===== src/rtl/anton_neopixel_stream.sv =====
// anton_neopixel_stream
// Serialises LED bytes from the pixel buffer onto the WS2812 single-wire line.
// Runs entirely in the 6.4 MHz domain: one WS2812 bit = 8 clocks (1.25 us).
//
// Ports:
//   clk6_4mhz  in   sole clock (6.4 MHz)
//   resetn     in   asynchronous active-low reset
//   syncStart  in   level request to start a frame, sampled only in IDLE
//   bufAddr    out  byte address to the pixel buffer synchronous read port
//   bufData    in   buffer read data, valid one clock after bufAddr changes
//   neoData    out  WS2812 serial output (straight from a flop)
//   neoState   out  FSM state code: IDLE=0 LOAD=1 SEND=2 RESET=3
//   busy       out  high in any state other than IDLE
//   frameDone  out  one-clock pulse in the first IDLE clock after RESET
module anton_neopixel_stream #(
  parameter int BUFFER_END   = 59,
  parameter int RESET_CYCLES = 320
) (
  input  logic        clk6_4mhz,
  input  logic        resetn,
  input  logic        syncStart,
  output logic [13:0] bufAddr,
  input  logic [7:0]  bufData,
  output logic        neoData,
  output logic [1:0]  neoState,
  output logic        busy,
  output logic        frameDone
);

  typedef enum logic [1:0] {
    S_IDLE  = 2'd0,
    S_LOAD  = 2'd1,
    S_SEND  = 2'd2,
    S_RESET = 2'd3
  } state_t;

  localparam int              RW        = (RESET_CYCLES > 1) ? $clog2(RESET_CYCLES) : 1;
  localparam logic [13:0]     LAST_BYTE = 14'(BUFFER_END);
  localparam logic [RW-1:0]   RC_LAST   = RW'(RESET_CYCLES - 1);

  state_t        state_q, state_d;
  logic [13:0]   addr_q, addr_d;     // read address, runs one byte ahead of byte_q
  logic [13:0]   byte_q, byte_d;     // index of the byte being shifted out
  logic [2:0]    bit_q, bit_d;
  logic [2:0]    phase_q, phase_d;
  logic [RW-1:0] rcnt_q, rcnt_d;
  logic [7:0]    shift_q, shift_d;
  logic [7:0]    pref_q, pref_d;
  logic          neo_q, neo_d;
  logic          busy_q, busy_d;
  logic          done_q, done_d;

  // High portion of a bit cell: 5 clocks for '1', 2 clocks for '0'.
  function automatic logic bit_high(input logic b, input logic [2:0] ph);
    return b ? (ph < 3'd5) : (ph < 3'd2);
  endfunction

  always_comb begin
    state_d = state_q;
    addr_d  = addr_q;
    byte_d  = byte_q;
    bit_d   = bit_q;
    phase_d = phase_q;
    rcnt_d  = rcnt_q;
    shift_d = shift_q;
    pref_d  = pref_q;
    done_d  = 1'b0;
    case (state_q)
      S_IDLE: begin
        addr_d = 14'd0;
        if (syncStart) state_d = S_LOAD;
      end
      S_LOAD: begin
        // Address 0 was already presented during IDLE, so byte 0 is on bufData now.
        shift_d = bufData;
        byte_d  = 14'd0;
        addr_d  = (LAST_BYTE != 14'd0) ? 14'd1 : 14'd0;
        bit_d   = 3'd7;
        phase_d = 3'd0;
        state_d = S_SEND;
      end
      S_SEND: begin
        phase_d = phase_q + 3'd1;
        // bufAddr moved to the next byte when this byte started; data lands one clock later.
        if (bit_q == 3'd7 && phase_q == 3'd1) pref_d = bufData;
        if (phase_q == 3'd7) begin
          bit_d = bit_q - 3'd1;
          if (bit_q == 3'd0) begin
            if (byte_q < LAST_BYTE) begin
              shift_d = pref_q;
              byte_d  = byte_q + 14'd1;
              // Saturate so the address never runs past the last byte.
              if (addr_q < LAST_BYTE) addr_d = addr_q + 14'd1;
            end else begin
              state_d = S_RESET;
              rcnt_d  = '0;
              addr_d  = 14'd0;
            end
          end
        end
      end
      S_RESET: begin
        addr_d = 14'd0;
        rcnt_d = rcnt_q + RW'(1);
        if (rcnt_q == RC_LAST) begin
          rcnt_d  = '0;
          done_d  = 1'b1;
          state_d = S_IDLE;
        end
      end
      default: state_d = S_IDLE;
    endcase
    // Output computed from next-state values so the flop lines up with the state.
    neo_d  = (state_d == S_SEND) && bit_high(shift_d[bit_d], phase_d);
    busy_d = (state_d != S_IDLE);
  end

  always_ff @(posedge clk6_4mhz or negedge resetn) begin
    if (!resetn) begin
      state_q <= S_IDLE;
      addr_q  <= 14'd0;
      byte_q  <= 14'd0;
      bit_q   <= 3'd0;
      phase_q <= 3'd0;
      rcnt_q  <= '0;
      shift_q <= 8'd0;
      pref_q  <= 8'd0;
      neo_q   <= 1'b0;
      busy_q  <= 1'b0;
      done_q  <= 1'b0;
    end else begin
      state_q <= state_d;
      addr_q  <= addr_d;
      byte_q  <= byte_d;
      bit_q   <= bit_d;
      phase_q <= phase_d;
      rcnt_q  <= rcnt_d;
      shift_q <= shift_d;
      pref_q  <= pref_d;
      neo_q   <= neo_d;
      busy_q  <= busy_d;
      done_q  <= done_d;
    end
  end

  assign bufAddr   = addr_q;
  assign neoData   = neo_q;
  assign neoState  = state_q;
  assign busy      = busy_q;
  assign frameDone = done_q;

endmodule


===== config.mk =====
export PLATFORM = sky130hd
export DESIGN_NAME = anton_neopixel_stream
export DESIGN_NICKNAME = d
export VERILOG_FILES = /design/src/rtl/anton_neopixel_stream.sv
export SDC_FILE = /design/constraint.sdc
export NUM_CORES = 1
export LEC_CHECK = 0
export ABC_CLOCK_PERIOD_IN_PS = 3010
export CAP_MARGIN = 10
export CORE_ASPECT_RATIO = 1.4
export CORE_MARGIN = 2
export CORE_UTILIZATION = 50
export DETAILED_ROUTE_END_ITERATION = 6
export PLACE_DENSITY = 0.71
export SKIP_CTS_REPAIR_TIMING = 1
export SYNTH_ARGS = -nofsm -noshare
export SYNTH_HDL_FRONTEND = slang
export SYNTH_SLANG_ARGS = --single-unit

===== constraint.sdc =====
create_clock -name clk6_4mhz -period 3.01 [get_ports clk6_4mhz]
set_clock_uncertainty 0.15 [all_clocks]
set_input_delay 0.4515 -clock clk6_4mhz [delete_from_list [all_inputs] [get_ports clk6_4mhz]]
set_output_delay 0.4515 -clock clk6_4mhz [all_outputs]
set_load 0.02 [all_outputs]

Placed cells, one color a class:
The bar under the picture is 20 um long.
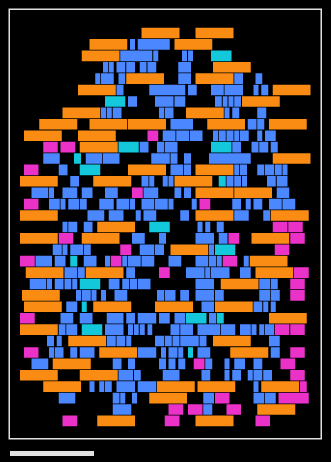
legend:
  cyan:
    class: clock drivers and dummy loads
    cells: 16
    share_of_their_area: 4.2%
  blue:
    class: combinational and other logic
    cells: 262
    share_of_their_area: 46%
  magenta:
    class: other buffers and delay cells
    cells: 38
    share_of_their_area: 9.3%
  orange:
    class: flops
    cells: 64
    share_of_their_area: 41%

Clock network drawn from the DEF:
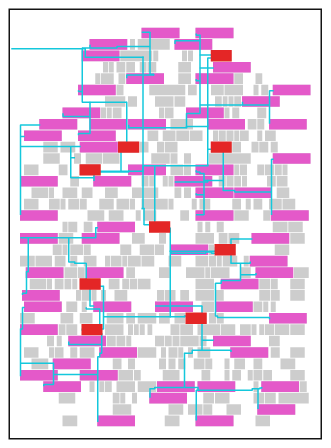
legend:
  cyan:
    item: clock wires
    length: 848 um
  red:
    item: clock drivers
    count: 9
  magenta:
    item: flip-flops
    count: 64
routed clock nets: 10
flops lie: widely spread
worst skew pair latency: 340 ps
clock group power: 0.633 mW
Clock power frac: 21.1%

==> impl_summary.log <==
[metrics] run summary
INFO  metric num_antenna_cells = 0
INFO  metric power_switching = 1.17 mW
INFO  metric synthesis.area_per_instance = 10.2 um^2
INFO  metric floorplan.die_area = 0.00755 mm^2
INFO  metric r2r-start = neoState[0]
INFO  metric power.share.sequential = 36.9%
INFO  metric synth_dominant_cell_count = dfrtp_1
INFO  metric drive_gt1_share = 11.1%
INFO  metric setup_viol = 0
INFO  metric power.sequential.total = 1.10 mW
INFO  metric seq-cell-share = 39.7%
INFO  metric placed_cell_area = 0.00387 mm^2
INFO  metric syn_nets = 362
INFO  metric cts_root_buffer = clkbuf_8
INFO  metric run_status = finished, final reports clean
INFO  metric final_routed_wirelength = 7340 um
INFO  metric critical_path.endpoint_type = flip-flop
INFO  metric synthTopCellsByArea = dfrtp_1 (47%), ha_1 (5.1%), mux2_2 (3.3%)
INFO  metric wl_met3 = 266 um
INFO  metric nFlopsAndLatches = 64
INFO  metric number_of_global_route_vias_before_repair = 2750
INFO  metric postRouteAntennaNets = 0
INFO  metric finalHoldWorstSlack = 35.0 ps
INFO  metric muxShareOfSynthArea = 4.48%
INFO  metric timing.fmax = 0.364 GHz
INFO  metric synthDistinctLibCells = 58
INFO  metric final.clkbuf_count = 12
INFO  metric multiInputGateArea = 0.00173 mm^2
INFO  metric place.detailed.hpwl = 5270 um
INFO  metric postSynth.topFlopCell = dfrtp_1
INFO  metric layout_min_cycle_time = 2750 ps
INFO  metric grt_util_all_layers = 22.1%
INFO  metric core_area = 0.00661 mm^2
INFO  metric final-clk-cell-share = 4.10%
INFO  metric worstRegToRegCells = 8
INFO  metric switching_share = 38.9%
INFO  metric yosys-dominant-comb-family = simple AND/OR/NAND/NOR gates
INFO  metric asyncSetResetFlopFracSynth = 100%
INFO  metric gr-usage-met1 = 27.2%
INFO  metric core_util_floorplan = 51.9%
INFO  metric dieHeight = 102 um
INFO  metric post-place-cells = 456
INFO  metric die-width = 74.0 um
INFO  metric layout.filler_cells = 555
INFO  metric simple_gate_share = 20.4%
INFO  metric aoi_share = 19.0%
INFO  metric nets = 400
INFO  metric grt_start_max_net_pins = 34
INFO  metric gp_routability_congestion = 0.931
INFO  metric p_total = 3.00 mW
INFO  metric synth.cells.most_frequent = dfrtp_1 (64), nor2_1 (28), nand2_1 (24), o21ai_0 (21), ha_1 (14)
INFO  metric ratio_of_final_minimum_period_to_clock_period = 91.4%
INFO  metric crit-reg2reg-capture = neoData
INFO  metric power-per-cell-area = 743 mW/mm^2
INFO  metric setup.worst_path.class = reg2reg
INFO  metric fin_area = 0.00403 mm^2
INFO  metric clock_tree.htree_level_count = 3
INFO  metric max_slew_margin = 48.8%
INFO  metric num_io_pins = 30
INFO  metric post_drt_wl_per_cell = 15.5 um
INFO  metric synth-cells-yosys = 337
INFO  metric final_common_cell = dfrtp_1
INFO  metric synth.yosys.chip_area = 0.00343 mm^2
INFO  metric met2_length = 3730 um
INFO  metric residual_drc = 0
Sequential cells colored by netlist name:
Other sequential cells in the stronger gray, the rest of the logic in the fainter gray.
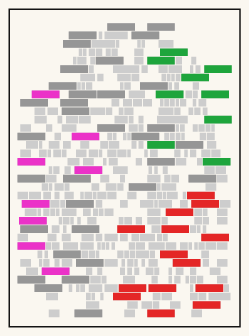
legend:
  magenta:
    name_in_the_netlist: shift_q
    flops: 8
  green:
    name_in_the_netlist: rcnt_q
    flops: 9
  red:
    name_in_the_netlist: bufAddr
    flops: 14
not colored: 33

## worst max-delay path, delay by kind of cell, from the launching register on
kind                       cells  cell delay (ps)
DFF                            1              430
buffers and inverters          1              100
muxes                          1              270
AOI/OAI and AO/OA              3              670
and+or+nand+nor                2              540
adders and majority gates      1              450
## registers in the layout (all words and copies together), names as in the netlist
signal     flops
busy           1
byte_q        14
phase_q        3
frameDone      1
rcnt_q         9
bit_q          3
neoState       2
pref_q         8
bufAddr       14
shift_q        8
neoData        1
## worst max-delay path by stage
stage | end | from
after floorplan | neoData | neoState[0]
after CTS | neoData | neoState[0]
final | neoData | neoState[0]
after detailed placement | neoData | neoState[0]
after global routing | neoData | neoState[0]
after global placement | neoData | neoState[0]
No activity file was given, so power comes from the tool's default toggle rates.
